==> images/clock_map.png <==
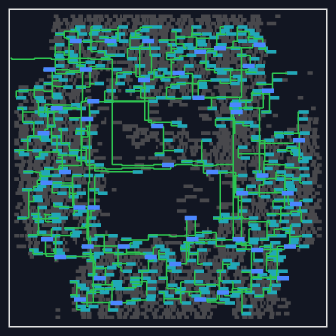
==> images/gate_families.png <==
The bar under the picture is 50 um long.
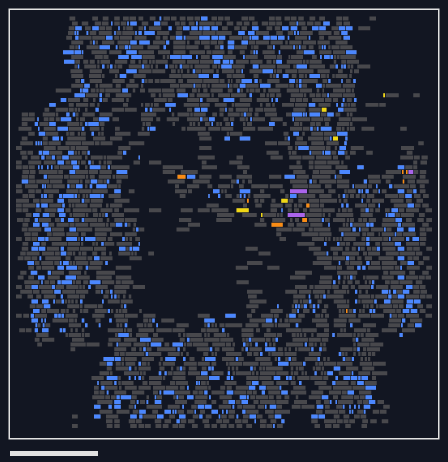
$ cat config.mk
export PLATFORM = sky130hd
export DESIGN_NAME = pattern_phase_driver_flat
export DESIGN_NICKNAME = d
export VERILOG_FILES = /design/src/rtl/pattern_pkg.sv /design/src/rtl/pattern_phase_driver_if.sv /design/src/rtl/pattern_shadow_reg.sv /design/src/rtl/pattern_phase_driver.sv /design/src/flat_wrapper.sv
export SDC_FILE = /design/constraint.sdc
export NUM_CORES = 1
export LEC_CHECK = 0
export CORE_MARGIN = 3
export CORE_UTILIZATION = 30
export DETAILED_ROUTE_END_ITERATION = 10
export PLACE_DENSITY = 0.58
export REMOVE_ABC_BUFFERS = 1
export SETUP_SLACK_MARGIN = 0.05
export SLEW_MARGIN = 20
export SYNTH_ARGS = -nofsm -noshare
export SYNTH_HDL_FRONTEND = slang
export SYNTH_SLANG_ARGS = --single-unit
$ cat constraint.sdc
create_clock -name clk -period 1.64 [get_ports clk]
set_clock_uncertainty 0.05 [all_clocks]
set_input_delay 0.492 -clock clk [delete_from_list [all_inputs] [get_ports clk]]
set_output_delay 0.492 -clock clk [all_outputs]
set_load 0.02 [all_outputs]
$ cat src/rtl/pattern_pkg.sv
// Shared definitions for the pattern phase driver.
// - state_t: FSM states of the phase driver.
// - Field offsets: index of each BUF_WIDTH-wide field inside a pattern word.
//   Word order is PDRIVE, NDRIVE, PSENSE, PDELAY, PTWEAK0..n, NSENSE, NDELAY, NTWEAK0..n.
package pattern_pkg;

  typedef enum logic [1:0] {
    IDLE,
    DEAD,
    DRIVE_P,
    DRIVE_N
  } state_t;

  localparam int unsigned F_PDRIVE = 0;
  localparam int unsigned F_NDRIVE = 1;
  localparam int unsigned F_PSENSE = 2;
  localparam int unsigned F_PDELAY = 3;

  function automatic int unsigned num_fields(input int unsigned num_tweak);
    return 2 + 2 * (2 + num_tweak);
  endfunction

  function automatic int unsigned f_ptweak(input int unsigned k);
    return 4 + k;
  endfunction

  function automatic int unsigned f_nsense(input int unsigned num_tweak);
    return 4 + num_tweak;
  endfunction

  function automatic int unsigned f_ndelay(input int unsigned num_tweak);
    return 5 + num_tweak;
  endfunction

  function automatic int unsigned f_ntweak(input int unsigned num_tweak, input int unsigned k);
    return 6 + num_tweak + k;
  endfunction

endpackage

$ cat src/rtl/pattern_phase_driver_if.sv
// Pattern word handshake between the pattern buffers and the phase driver.
// - cfg_valid : pattern word offered (master -> slave)
// - cfg_data  : full pattern word, DATA_W bits (master -> slave)
// - cfg_ready : shadow slot empty (slave -> master)
interface pattern_phase_driver_if #(
  parameter int unsigned DATA_W = 176
);
  logic              cfg_valid;
  logic              cfg_ready;
  logic [DATA_W-1:0] cfg_data;

  modport master (output cfg_valid, output cfg_data, input cfg_ready);
  modport slave  (input cfg_valid, input cfg_data, output cfg_ready);
endinterface

$ cat src/rtl/pattern_shadow_reg.sv
// Double-buffered pattern store.
// - accept : load data into the shadow slot (ignored while a word is pending)
// - commit : PWM edge; moves a pending shadow word into the active store
// - ready  : shadow slot empty
// - active : active store as seen at this posedge, including a commit
//            happening on the same edge
module pattern_shadow_reg #(
  parameter int unsigned DATA_W = 176
) (
  input  logic              clk,
  input  logic              rst_n,
  input  logic              accept,
  input  logic              commit,
  input  logic [DATA_W-1:0] data,
  output logic              ready,
  output logic [DATA_W-1:0] active
);
  logic [DATA_W-1:0] shadow;
  logic [DATA_W-1:0] active_q;
  logic              pending;
  logic              do_commit;

  assign ready     = !pending;
  assign do_commit = commit && pending;
  // Forwarding lets a zero-dead-time phase entry drive the word committed on the same edge.
  assign active    = do_commit ? shadow : active_q;

  always_ff @(posedge clk) begin
    if (!rst_n) begin
      shadow   <= '0;
      active_q <= '0;
      pending  <= 1'b0;
    end else if (do_commit) begin
      active_q <= shadow;
      pending  <= 1'b0;
    end else if (accept && !pending) begin
      shadow  <= data;
      pending <= 1'b1;
    end
  end
endmodule

$ cat src/rtl/pattern_phase_driver.sv
// Pattern phase driver: drives P or N pad fields of the active pattern word
// on the current PWM phase with dead time inserted after every PWM edge.
// - clk, rst_n    : clock, synchronous active-low reset
// - pwm           : phase request, 1 = P, 0 = N
// - en            : 0 forces IDLE with all outputs off
// - cfg           : pattern word handshake (slave side)
// - p_drive, n_drive, tweak_sense, tweak_delay, tweak_drive : registered pad outputs
// - buffer_select : saturating cycle counter since the last PWM edge
// - phase_active  : 1 while driving P or N
module pattern_phase_driver
  import pattern_pkg::*;
#(
  parameter int unsigned BUF_WIDTH   = 8,
  parameter int unsigned NUM_TWEAK   = 8,
  parameter int unsigned NUM_SEL     = 8,
  parameter int unsigned DEAD_CYCLES = 2,
  parameter bit          GATE_SENSE  = 1'b0,
  parameter logic [BUF_WIDTH-1:0] P_OFF = '1,
  parameter logic [BUF_WIDTH-1:0] N_OFF = '0,
  localparam int unsigned NF    = num_fields(NUM_TWEAK),
  localparam int unsigned SEL_W = (NUM_SEL > 1) ? $clog2(NUM_SEL) : 1
) (
  input  logic                           clk,
  input  logic                           rst_n,
  input  logic                           pwm,
  input  logic                           en,
  pattern_phase_driver_if.slave          cfg,
  output logic [BUF_WIDTH-1:0]           p_drive,
  output logic [BUF_WIDTH-1:0]           n_drive,
  output logic [BUF_WIDTH-1:0]           tweak_sense,
  output logic [BUF_WIDTH-1:0]           tweak_delay,
  output logic [NUM_TWEAK*BUF_WIDTH-1:0] tweak_drive,
  output logic [SEL_W-1:0]               buffer_select,
  output logic                           phase_active
);
  localparam int unsigned DCNT_W = (DEAD_CYCLES > 1) ? $clog2(DEAD_CYCLES) : 1;
  localparam logic [DCNT_W-1:0] DCNT_LOAD = (DEAD_CYCLES > 0) ? DCNT_W'(DEAD_CYCLES - 1) : '0;
  localparam logic [SEL_W-1:0]  SEL_MAX   = SEL_W'(NUM_SEL - 1);

  logic                           pwm_q;
  logic                           pwm_edge;
  state_t                         state, state_nxt;
  logic [DCNT_W-1:0]              dcnt, dcnt_nxt;
  logic [NF*BUF_WIDTH-1:0]        active;
  logic [BUF_WIDTH-1:0]           p_sense, p_delay, n_sense, n_delay;
  logic [NUM_TWEAK*BUF_WIDTH-1:0] p_tweak, n_tweak;

  assign pwm_edge = pwm ^ pwm_q;

  pattern_shadow_reg #(
    .DATA_W (NF * BUF_WIDTH)
  ) u_shadow (
    .clk    (clk),
    .rst_n  (rst_n),
    .accept (cfg.cfg_valid && cfg.cfg_ready),
    .commit (pwm_edge),
    .data   (cfg.cfg_data),
    .ready  (cfg.cfg_ready),
    .active (active)
  );

  // Per-phase field extraction; optional masking keeps only tweak bits whose
  // sense bit matches the phase level (1 for P, 0 for N).
  always_comb begin
    p_sense = active[F_PSENSE*BUF_WIDTH +: BUF_WIDTH];
    p_delay = active[F_PDELAY*BUF_WIDTH +: BUF_WIDTH];
    n_sense = active[f_nsense(NUM_TWEAK)*BUF_WIDTH +: BUF_WIDTH];
    n_delay = active[f_ndelay(NUM_TWEAK)*BUF_WIDTH +: BUF_WIDTH];
    p_tweak = '0;
    n_tweak = '0;
    for (int unsigned k = 0; k < NUM_TWEAK; k++) begin
      p_tweak[k*BUF_WIDTH +: BUF_WIDTH] = active[f_ptweak(k)*BUF_WIDTH +: BUF_WIDTH];
      n_tweak[k*BUF_WIDTH +: BUF_WIDTH] = active[f_ntweak(NUM_TWEAK, k)*BUF_WIDTH +: BUF_WIDTH];
      if (GATE_SENSE) begin
        p_tweak[k*BUF_WIDTH +: BUF_WIDTH] &= p_sense;
        n_tweak[k*BUF_WIDTH +: BUF_WIDTH] &= ~n_sense;
      end
    end
  end

  // Next-state decision; the output registers below follow state_nxt so the
  // state change and the pad values update on the same posedge.
  always_comb begin
    state_nxt = state;
    dcnt_nxt  = dcnt;
    if (!en) begin
      state_nxt = IDLE;
    end else begin
      unique case (state)
        IDLE, DRIVE_P, DRIVE_N: begin
          if (pwm_edge) begin
            if (DEAD_CYCLES == 0) begin
              state_nxt = pwm ? DRIVE_P : DRIVE_N;
            end else begin
              state_nxt = DEAD;
              dcnt_nxt  = DCNT_LOAD;
            end
          end
        end
        DEAD: begin
          if (pwm_edge) begin
            dcnt_nxt = DCNT_LOAD;
          end else if (dcnt == '0) begin
            state_nxt = pwm_q ? DRIVE_P : DRIVE_N;
          end else begin
            dcnt_nxt = dcnt - 1'b1;
          end
        end
        default: state_nxt = IDLE;
      endcase
    end
  end

  always_ff @(posedge clk) begin
    if (!rst_n) begin
      state         <= IDLE;
      dcnt          <= '0;
      pwm_q         <= 1'b0;
      buffer_select <= '0;
      p_drive       <= P_OFF;
      n_drive       <= N_OFF;
      tweak_sense   <= '0;
      tweak_delay   <= '0;
      tweak_drive   <= '0;
      phase_active  <= 1'b0;
    end else begin
      pwm_q <= pwm;
      state <= state_nxt;
      dcnt  <= dcnt_nxt;

      if (pwm_edge) begin
        buffer_select <= '0;
      end else if (buffer_select != SEL_MAX) begin
        buffer_select <= buffer_select + 1'b1;
      end

      unique case (state_nxt)
        DRIVE_P: begin
          p_drive      <= active[F_PDRIVE*BUF_WIDTH +: BUF_WIDTH];
          n_drive      <= N_OFF;
          tweak_sense  <= p_sense;
          tweak_delay  <= p_delay;
          tweak_drive  <= p_tweak;
          phase_active <= 1'b1;
        end
        DRIVE_N: begin
          p_drive      <= P_OFF;
          n_drive      <= active[F_NDRIVE*BUF_WIDTH +: BUF_WIDTH];
          tweak_sense  <= n_sense;
          tweak_delay  <= n_delay;
          tweak_drive  <= n_tweak;
          phase_active <= 1'b1;
        end
        default: begin
          p_drive      <= P_OFF;
          n_drive      <= N_OFF;
          tweak_sense  <= '0;
          tweak_delay  <= '0;
          tweak_drive  <= '0;
          phase_active <= 1'b0;
        end
      endcase
    end
  end
endmodule

$ cat src/flat_wrapper.sv
// flat-port wrapper written by rule: the top's interface ports become plain ports
module pattern_phase_driver_flat import pattern_pkg::*;
#(
  parameter int unsigned BUF_WIDTH   = 8,
  parameter int unsigned NUM_TWEAK   = 8,
  parameter int unsigned NUM_SEL     = 8,
  parameter int unsigned DEAD_CYCLES = 2,
  parameter bit          GATE_SENSE  = 1'b0,
  parameter logic [BUF_WIDTH-1:0] P_OFF = '1,
  parameter logic [BUF_WIDTH-1:0] N_OFF = '0,
  localparam int unsigned NF    = num_fields(NUM_TWEAK),
  localparam int unsigned SEL_W = (NUM_SEL > 1) ? $clog2(NUM_SEL) : 1
)
  (clk, rst_n, pwm, en, p_drive, n_drive, tweak_sense, tweak_delay, tweak_drive, buffer_select, phase_active, cfg_cfg_valid, cfg_cfg_data, cfg_cfg_ready);
  pattern_phase_driver_if #(.DATA_W(((2 + 2 * (2 + (8))) * (8)))) cfg_i ();
  input  logic clk;
  input  logic rst_n;
  input  logic pwm;
  input  logic en;
  output logic [BUF_WIDTH-1:0] p_drive;
  output logic [BUF_WIDTH-1:0] n_drive;
  output logic [BUF_WIDTH-1:0] tweak_sense;
  output logic [BUF_WIDTH-1:0] tweak_delay;
  output logic [NUM_TWEAK*BUF_WIDTH-1:0] tweak_drive;
  output logic [SEL_W-1:0] buffer_select;
  output logic phase_active;
  input wire logic [$bits(cfg_i.cfg_valid)-1:0] cfg_cfg_valid;
  input wire logic [$bits(cfg_i.cfg_data)-1:0] cfg_cfg_data;
  output wire logic [$bits(cfg_i.cfg_ready)-1:0] cfg_cfg_ready;
  assign cfg_i.cfg_valid = cfg_cfg_valid;
  assign cfg_i.cfg_data = cfg_cfg_data;
  assign cfg_cfg_ready = cfg_i.cfg_ready;
  pattern_phase_driver #(.BUF_WIDTH(BUF_WIDTH), .NUM_TWEAK(NUM_TWEAK), .NUM_SEL(NUM_SEL), .DEAD_CYCLES(DEAD_CYCLES), .GATE_SENSE(GATE_SENSE), .P_OFF(P_OFF), .N_OFF(N_OFF)) u_core (.clk(clk), .rst_n(rst_n), .pwm(pwm), .en(en), .cfg(cfg_i), .p_drive(p_drive), .n_drive(n_drive), .tweak_sense(tweak_sense), .tweak_delay(tweak_delay), .tweak_drive(tweak_drive), .buffer_select(buffer_select), .phase_active(phase_active));
endmodule
==> impl_metrics.xml <==
<?xml version="1.0" encoding="UTF-8"?>
<metrics>
  <group name="outcome">
    <metric name="run_status" unit="">finished with violations</metric>
    <metric name="violations" unit="">setup timing</metric>
  </group>
  <group name="clock_network">
    <metric name="cts_tree" unit="">yes</metric>
    <metric name="cts_buffer_depth" unit="">3</metric>
    <metric name="cts_post_setup_buffers_inserted" unit="">20</metric>
    <metric name="worst_setup_hold_path_clk_slew" unit="ps">60</metric>
  </group>
  <group name="finish">
    <metric name="final_layout_size_suffix_gt1_share" unit="%">49.2</metric>
    <metric name="mostFrequentLayoutCells" unit="">dfxtp_1 (353), a21oi_2 (323), o21ai_0 (231)</metric>
    <metric name="final-nonclk-buf-share" unit="%">24.5</metric>
    <metric name="buffers" unit="">518</metric>
    <metric name="sequential_cell_total" unit="">457</metric>
    <metric name="clock_cell_area_share" unit="%">6.23</metric>
    <metric name="register_area" unit="um^2">9280</metric>
    <metric name="seq_area_share" unit="%">31.5</metric>
    <metric name="clockBufferCount" unit="">61</metric>
    <metric name="post-route-util" unit="%">53.3</metric>
    <metric name="final.signal_inverter_count" unit="">6</metric>
    <metric name="finish.net_count" unit="">2559</metric>
    <metric name="multiInputGateArea" unit="um^2">10100</metric>
  </group>
  <group name="timing">
    <metric name="fin_setup_tns" unit="ps">-5180</metric>
    <metric name="max_slew_margin" unit="%">73.8</metric>
    <metric name="transition_time_of_the_tightest_slew_check_pin" unit="ps">389</metric>
    <metric name="setup_violations" unit="">126</metric>
    <metric name="timing_hold_violations_final" unit="">0</metric>
    <metric name="timing.final.ws_setup" unit="ps">-107</metric>
    <metric name="hold_slack" unit="ps">377</metric>
  </group>
  <group name="grt">
    <metric name="first_global_vias" unit="">15500</metric>
    <metric name="grt_max_degree" unit="">64</metric>
    <metric name="global_route_met3_utilization" unit="%">3.72</metric>
    <metric name="grt_most_used_layer" unit="">met2</metric>
    <metric name="first_pass_grt_wire_length" unit="mm">87.5</metric>
  </group>
  <group name="power_and_ir_drop">
    <metric name="p_int" unit="mW">21.3</metric>
    <metric name="pd_cells" unit="nW/um^2">992</metric>
    <metric name="comb_power_share" unit="%">16.7</metric>
    <metric name="power.group.top" unit="">the clock network</metric>
    <metric name="sequentialPower" unit="mW">11.8</metric>
    <metric name="share_of_power_burned_in_registers" unit="%">40.3</metric>
  </group>
  <group name="synthesis">
    <metric name="synthCells" unit="">2008</metric>
    <metric name="synthTopCellsByCount" unit="">dfxtp_1 (457), nand2_1 (363), a21oi_1 (351)</metric>
    <metric name="ys_seq_elements" unit="">457</metric>
    <metric name="post_synth_mux_area_share" unit="%">0.119</metric>
    <metric name="edf_count" unit="">0</metric>
    <metric name="synthDistinctLibCells" unit="">32</metric>
    <metric name="yosys_cells" unit="">2008</metric>
    <metric name="post-synth-top-count-cell" unit="">dfxtp_1</metric>
  </group>
  <group name="floorplanning">
    <metric name="fp_util" unit="%">30.4</metric>
    <metric name="die_w" unit="um">243</metric>
    <metric name="floorplan.tapcells" unit="">748</metric>
    <metric name="die-area" unit="um^2">59000</metric>
  </group>
  <group name="worst_setup_path">
    <metric name="crit_path_top_delay_cell" unit="">dfxtp_2</metric>
    <metric name="cpLargestDelayFamily" unit="">buffers and inverters</metric>
    <metric name="worst-endpoint-required" unit="ps">2110</metric>
    <metric name="cp.arrival" unit="ps">2210</metric>
    <metric name="crit_path_start_kind" unit="">flip-flop</metric>
    <metric name="critical_path_class" unit="">flip-flop to flip-flop</metric>
    <metric name="crit_chain" unit="">buf_12, buf_12, xor2_4, buf_12, buf_12, buf_16, buf_16, nand3_4, a21oi_2</metric>
    <metric name="critPathMostFrequentCell" unit="">buf_12</metric>
    <metric name="critPathCapture" unit="">u_core.u_shadow.active_q[34]</metric>
  </group>
  <group name="place">
    <metric name="dpl-instance-area" unit="um^2">21300</metric>
    <metric name="placedCellCount" unit="">2952</metric>
  </group>
  <group name="hold_path">
    <metric name="min_delay_worst_endpoint" unit="">u_core.dcnt</metric>
    <metric name="worst_hold_class" unit="">primary input to flip-flop</metric>
  </group>
  <group name="run">
    <metric name="timing.max_cap.violations" unit="">0</metric>
    <metric name="number_of_warnings_in_the_stage_logs" unit="">27</metric>
  </group>
  <group name="routing">
    <metric name="vias_per_cell" unit="">5.32</metric>
    <metric name="wl_met3" unit="mm">4.21</metric>
    <metric name="wire_per_inst" unit="um">22.2</metric>
    <metric name="m1WireLength" unit="mm">30.1</metric>
    <metric name="detailroute.via_count" unit="">16800</metric>
  </group>
</metrics>
Notes on clock_map.png above:
- flip-flops: cyan (count 457)
- cells driving clock nets: blue (count 49)
- clock wires: green (length 5,990 um)
- flops lie: widely spread
clock network fraction of design power: 43.0%
power dissipated in the clock network: 12.6 mW
latest clock arrival within the worst-skew pair: 600 ps

Notes on gate_families.png above:
- NAND gates: blue (cells 621; most used nand2_4; where widely spread)
- inverters: yellow (cells 6)
- NOR gates: orange (cells 9; most used nor2_1)
- XOR/XNOR gates: purple (cells 3)
Comb area share: 34.4%
Commonest Layout Cell: dfxtp_1
number of cells in the finished layout apart from fillers: 3,167

No activity file was given, so power comes from the tool's default toggle rates.
